$ cat config.mk
export PLATFORM = sky130hd
export DESIGN_NAME = qpu_ifu_ift2itcm
export DESIGN_NICKNAME = d
export VERILOG_FILES = /design/src/rtl/qpu_ifu_ift2itcm_pkg.sv /design/src/rtl/qpu_ift_rsp_buf.sv /design/src/rtl/qpu_ifu_ift2itcm.sv
export SDC_FILE = /design/constraint.sdc
export NUM_CORES = 1
export LEC_CHECK = 0
export CAP_MARGIN = 20
export CORE_ASPECT_RATIO = 1.4
export CORE_MARGIN = 2
export CORE_UTILIZATION = 35
export CTS_CLUSTER_DIAMETER = 30
export CTS_CLUSTER_SIZE = 16
export DETAILED_ROUTE_END_ITERATION = 16
export HOLD_SLACK_MARGIN = 0.06
export MAX_ROUTING_LAYER = met4
export PLACE_DENSITY_LB_ADDON = 0.25
export SLEW_MARGIN = 15
export SYNTH_ARGS = -nofsm -noshare
export SYNTH_HDL_FRONTEND = slang
export SYNTH_HIERARCHICAL = 1
export SYNTH_SLANG_ARGS = --single-unit
$ cat constraint.sdc
create_clock -name clk -period 2.1 [get_ports clk]
set_input_delay 0.63 -clock clk [delete_from_list [all_inputs] [get_ports clk]]
set_output_delay 0.63 -clock clk [all_outputs]
set_load 0.005 [all_outputs]
$ cat src/rtl/qpu_ifu_ift2itcm_pkg.sv
// Shared definitions for the IFU fetch-to-ITCM controller: FSM encoding and default constants.
package qpu_ifu_ift2itcm_pkg;

  localparam logic [1:0] ST_IDLE = 2'd0;
  localparam logic [1:0] ST_RD   = 2'd1;
  localparam logic [1:0] ST_HOLD = 2'd2;

  localparam logic [31:0] ITCM_BASE_DEF = 32'h8000_0000;
  localparam logic [31:0] ERR_INSTR_DEF = 32'h0000_0013;

  function automatic logic is_word_aligned(input logic [1:0] lsb);
    return (lsb == 2'b00);
  endfunction

endpackage

$ cat src/rtl/qpu_ift_rsp_buf.sv
// One-entry skid buffer for a fetch response {err, instr}; data reloads whenever load is set,
// the valid bit marks a response that is waiting for the IFU.
module qpu_ift_rsp_buf #(
  parameter int INSTR_W = 32
) (
  input  logic               clk,
  input  logic               rst_n,
  input  logic               load,
  input  logic               set_vld,
  input  logic               clr_vld,
  input  logic               din_err,
  input  logic [INSTR_W-1:0] din_instr,
  output logic               vld,
  output logic               err,
  output logic [INSTR_W-1:0] instr
);

  always_ff @(posedge clk) begin
    if (!rst_n) begin
      vld   <= 1'b0;
      err   <= 1'b0;
      instr <= '0;
    end else begin
      if (load) begin
        err   <= din_err;
        instr <= din_instr;
      end
      if (set_vld)      vld <= 1'b1;
      else if (clr_vld) vld <= 1'b0;
    end
  end

endmodule

$ cat src/rtl/qpu_ifu_ift2itcm.sv
// IFU ifetch REQ/RSP terminator reading a 1-cycle-latency ITCM, one transaction outstanding.
// Optional macro QPU_IFT2ITCM_SEQ_REUSE_EN adds a one-entry last-fetch cache for sequential hints.
module qpu_ifu_ift2itcm
  import qpu_ifu_ift2itcm_pkg::*;
#(
  parameter int                 PC_W      = 32,
  parameter int                 INSTR_W   = 32,
  parameter int                 ITCM_AW   = 12,
  parameter logic [PC_W-1:0]    ITCM_BASE = PC_W'(ITCM_BASE_DEF),
  parameter logic [INSTR_W-1:0] ERR_INSTR = INSTR_W'(ERR_INSTR_DEF)
) (
  input  logic               clk,
  input  logic               rst_n,
  input  logic               ifu_req_valid,
  output logic               ifu_req_ready,
  input  logic [PC_W-1:0]    ifu_req_pc,
  input  logic               ifu_req_seq,
  output logic               ifu_rsp_valid,
  input  logic               ifu_rsp_ready,
  output logic [INSTR_W-1:0] ifu_rsp_instr,
  output logic               ifu_rsp_err,
  output logic               itcm_cs,
  output logic [ITCM_AW-1:0] itcm_addr,
  input  logic [INSTR_W-1:0] itcm_rdata
);

  logic [1:0]         state_q, state_d;
  logic               hit, req_fire, rsp_fire;
  logic               err_p1;
  logic [INSTR_W-1:0] rd_data, rd_instr;
  logic               buf_vld, buf_err;
  logic [INSTR_W-1:0] buf_instr;

  assign hit = is_word_aligned(ifu_req_pc[1:0]) &&
               (ifu_req_pc[PC_W-1:ITCM_AW+2] == ITCM_BASE[PC_W-1:ITCM_AW+2]);
  assign itcm_addr = ifu_req_pc[ITCM_AW+1:2];

  assign ifu_rsp_valid = (state_q == ST_RD) | buf_vld;
  assign rsp_fire      = ifu_rsp_valid & ifu_rsp_ready;
  assign ifu_req_ready = (state_q == ST_IDLE) | rsp_fire;
  assign req_fire      = ifu_req_valid & ifu_req_ready;

`ifdef QPU_IFT2ITCM_SEQ_REUSE_EN
  logic [ITCM_AW-1:0] cache_addr_q;
  logic [INSTR_W-1:0] cache_data_q;
  logic               cache_vld_q, cache_hit, from_cache_p1;

  assign cache_hit = ifu_req_seq & cache_vld_q & (cache_addr_q == itcm_addr);
  assign itcm_cs   = req_fire & hit & ~cache_hit;
  assign rd_data   = from_cache_p1 ? cache_data_q : itcm_rdata;

  // Tag/valid follow the read issue; data lands one cycle later with the SRAM output.
  always_ff @(posedge clk) begin
    if (!rst_n) begin
      cache_vld_q   <= 1'b0;
      from_cache_p1 <= 1'b0;
    end else begin
      if (req_fire) from_cache_p1 <= hit & cache_hit;
      if (itcm_cs)  cache_vld_q   <= 1'b1;
    end
  end

  always_ff @(posedge clk) begin
    if (itcm_cs) cache_addr_q <= itcm_addr;
    if ((state_q == ST_RD) && !err_p1 && !from_cache_p1) cache_data_q <= itcm_rdata;
  end
`else
  logic unused_seq;
  assign unused_seq = ifu_req_seq;
  assign itcm_cs    = req_fire & hit;
  assign rd_data    = itcm_rdata;
`endif

  assign rd_instr = err_p1 ? ERR_INSTR : rd_data;

  // Buffer reloads every RD cycle so idle outputs keep the last response.
  qpu_ift_rsp_buf #(.INSTR_W(INSTR_W)) u_rsp_buf (
    .clk       (clk),
    .rst_n     (rst_n),
    .load      (state_q == ST_RD),
    .set_vld   ((state_q == ST_RD) & ~ifu_rsp_ready),
    .clr_vld   (buf_vld & ifu_rsp_ready),
    .din_err   (err_p1),
    .din_instr (rd_instr),
    .vld       (buf_vld),
    .err       (buf_err),
    .instr     (buf_instr)
  );

  assign ifu_rsp_instr = (state_q == ST_RD) ? rd_instr : buf_instr;
  assign ifu_rsp_err   = (state_q == ST_RD) ? err_p1   : buf_err;

  always_comb begin
    state_d = state_q;
    case (state_q)
      ST_IDLE: if (req_fire) state_d = ST_RD;
      ST_RD:   if (!ifu_rsp_ready) state_d = ST_HOLD;
               else state_d = req_fire ? ST_RD : ST_IDLE;
      ST_HOLD: if (ifu_rsp_ready) state_d = req_fire ? ST_RD : ST_IDLE;
      default: state_d = ST_IDLE;
    endcase
  end

  always_ff @(posedge clk) begin
    if (!rst_n) state_q <= ST_IDLE;
    else        state_q <= state_d;
  end

  // Request -> response stage boundary
  always_ff @(posedge clk) begin
    if (req_fire) err_p1 <= ~hit;
  end

endmodule

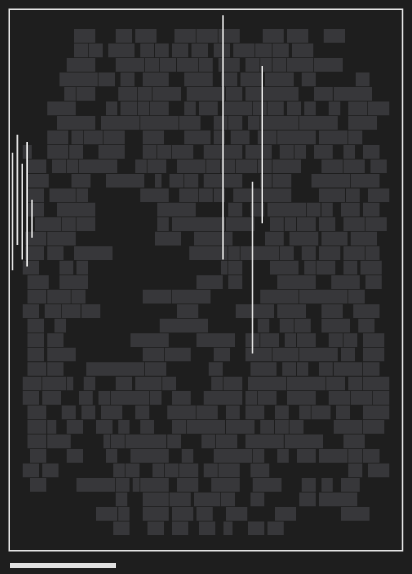
met4.png
Bar = 20 microns.
main direction: vertical
share of all routed wire: 3.3%
longest straight run: 45.6 microns
vias post-DR: 2080
final wirelength: 5.993 mm

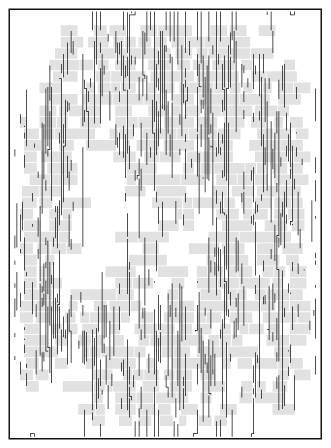
met2.png
nets with wire on the layer: 388
wire length on this layer: 3210 microns
share of all routed wire: 54%
longest straight run: 40.5 microns
main direction: vertical

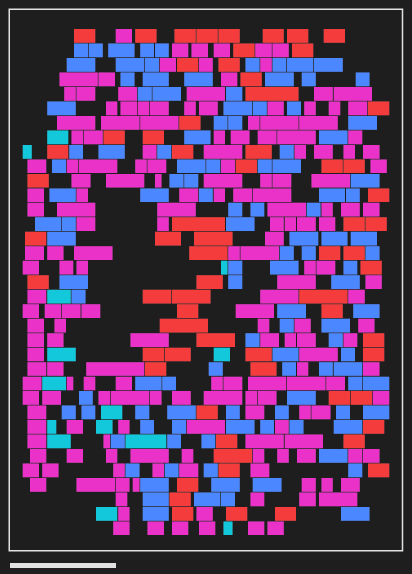
drive_strength.png
Bar = 20 microns.
legend:
  drive 2:
    colour: cyan
    cells: 14
    share: 3.7%
  drive 3 to 4:
    colour: blue
    cells: 115
    share: 30%
    most_used: buf_4
  drive 6 and up:
    colour: red
    cells: 66
    share: 17%
    most_used: buf_6
  drive 1 or less:
    colour: magenta
    cells: 187
    share: 49%
    most_used: dlygate4sd2_1

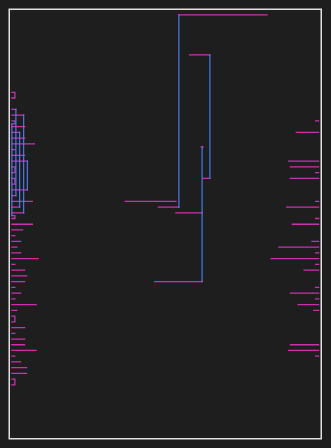
metal_stack.png
Two of the layers only.
legend:
  met4:
    colour: blue
    wire_length: 197 microns
  met3:
    colour: magenta
    wire_length: 281 microns

[layout by cell type, fill, tap and decap left out, drive strengths merged]
cell and instances:
o21a 1, or2 3, nor2 1, and2b 11
inv 2, mux2 33, dfxtp 36, and3 2
clkdlybuf4s50 3, buf 125, mux2i 33, edfxtp 1
nand2b 2, xor2 1, dlygate4sd2 46, nor4b 1
nand2 1, o22ai 1, and2 2, clkdlybuf4s15 8
nor4 4, a21boi 1, clkbuf 9, nor2b 52
a21oi 1, and4 2
[logic make-up (layout without fill, tap and decap cells)]
logic type / Yosys count / count (layout) / share of synthesized area
AND-OR/OR-AND: 4 / 4 / 0.01107
XOR/XNOR: 1 / 1 / 0.003691
buffers and inverters: 28 / 193 / 0.1102
flip-flops: 37 / 37 / 0.3163
multiplexers: 66 / 66 / 0.3384
AND/OR/NAND/NOR: 81 / 81 / 0.2203
[how the worst min path moves through the flow]
stage / startpoint / endpoint / slack [ns] / cells after the start
3_5_place_dp: u_rsp_buf/err / u_rsp_buf/err / 0.50 / 2
6_report: u_rsp_buf/instr[12] / u_rsp_buf/instr[12] / 0.52 / 2
3_3_place_gp: u_rsp_buf/instr[22] / u_rsp_buf/instr[22] / 0.49 / 2
4_1_cts: u_rsp_buf/instr[26] / u_rsp_buf/instr[26] / 0.52 / 2
5_1_grt: u_rsp_buf/instr[12] / u_rsp_buf/instr[12] / 0.54 / 2
2_1_floorplan: u_rsp_buf/err / u_rsp_buf/err / 0.48 / 2
[timing repair]
item / 4_1_cts / 5_1_grt
buffers inserted: 37 / 10
hold endpoints to repair: 0 / 0
endpoints found under the setup margin: 36 / 34
pin swaps: 10 / 2
resized: 293 / 16
cloned: 2 / 1
[power by group through the flow]
stage	registers (uW)	logic [uW]	clock network (uW)
final	722	350	592
after global placement	737	306	0
after CTS	721	332	614
after detailed placement	737	307	0
after global routing	723	374	633
after floorplan	736	175	0
[worst max-delay path, stage by stage]
cell and delay, ns:
sky130_fd_sc_hd__dlygate4sd2_1 0.24, sky130_fd_sc_hd__nor4_2 0.21, sky130_fd_sc_hd__and4_1 0.24, sky130_fd_sc_hd__and4_1 0.17, sky130_fd_sc_hd__buf_2 0.11
[through the flow]
step	setup slack, ns	total power [uW]	hold slack [ns]
after floorplan	0.1805	911.2	0.4766
after global placement	-0.7928	1043	0.4914
after detailed placement	-0.7823	1044	0.5018
after CTS	-0.1373	1667	0.5245
after global routing	-0.1931	1729	0.5392
final	-0.1235	1663	0.5205
[area by class of cell]
cell class | count | area, sq um | area share
Clock buffer | 8 | 111.4 | 0.02599
Inverter | 2 | 7.507 | 0.001752
Multi-Input combinational cell | 152 | 1553 | 0.3624
Sequential cell | 37 | 752.0 | 0.1755
Tap cell | 74 | 92.59 | 0.02161
Timing Repair Buffer | 183 | 1768 | 0.4127
[per-layer routing]
metal / share of wire / vias to the layer above / GRT usage
met2: 0.54 / 65 / 0.2857
li1: - / 1043 / -
met3: 0.047 / 17 / 0.02886
met4: 0.033 / 0 / 0.07552
met1: 0.38 / 955 / 0.1780
met5: 0 / - / -
[registers in the layout, summed over array words and instances (netlist names)]
signal	count
u_rsp_buf/instr	32
state_q	2
u_rsp_buf/vld	1
u_rsp_buf/err	1
err_p1	1
==> run notes <==
With the die extent in x at 73.60 microns, the share of Yosys cell area claimed by the top area cell type is 0.3036. The portion of the clock cycle consumed by the worst path in the final layout works out to 1.059. Looking at the critical path, the highest net fanout was 2. The cell area that synthesis handed to floorplanning was 2374 sq um. The antenna diode count was 0.

In this run the clock root is driven by a sky130_fd_sc_hd__clkbuf_8. The run gives 0.2268 for the switching power share of the total. The detail route stage leaves a number of antenna-violating nets equal to 0. The type of element capturing the critical path was an output port. The most common cell in the netlist is sky130_fd_sc_hd__nor2b_1. The final max-slew violation count recorded for this run is 0. Yosys stat counts 217 cells in the synthesized netlist. The critical path starts at ifu_req_pc[15]. The run gives 10.94 sq um for the average size of a mapped cell. TritonCTS built the clock tree.

Per the finish-stage timing summary, setup violations number 22. Entering global routing, the biggest net connects 37 pins. In the post-synthesis netlist, the biggest area contributors are sky130_fd_sc_hd__dfxtp_1 30%, sky130_fd_sc_hd__mux2_4 17%, sky130_fd_sc_hd__mux2i_1 14%. IR analysis of the VDD net gives a maximum drop of 0.2437 mV. The share of total power in combinational logic is 0.210, and the total of buffers placed on input and output ports is 91. The worst setup path is launched from an input pin.

The min-delay analysis places its worst path in the category reg2reg. Yosys reports that the most numerous cell types are 52 x sky130_fd_sc_hd__nor2b_1, 36 x sky130_fd_sc_hd__dfxtp_1, 33 x sky130_fd_sc_hd__mux2i_1. The most frequently used flop master after synthesis is sky130_fd_sc_hd__dfxtp_1. The relative area change from synthesis to final layout came out at 80.50%.

The tools report the total number of clock tree sinks as 37. The number of warnings reported in the stage logs is 29. The tools report the clock latency of the later-clocked register in the worst-skew pair as 0.29 ns. The run gives 0.5105 for the share of layout cells above drive strength 1. Dividing the detail-routed via count by the number of cells gives 4.561. The worst register-to-register path has a setup slack of 0.38 ns.

The logs give -0.1235 ns for the slack of the critical path and 29 for the number of unique standard cell types used by synthesis. The final timing report lists a hold violation count of 0. The flow ran to the end, but the final reports show violations. The part of the total power dissipated in the clock network is 0.356.

The initial core utilization was 0.3613; the die footprint was 7466 sq um. The run gives 0.3163 as the fraction of the yosys area taken by sequential cells. The tools report the count of TritonRoute iterations in the first routing pass as 2.

The checks that failed: setup timing.
Power figures rest on the tool's default switching activity, not on a simulated workload.
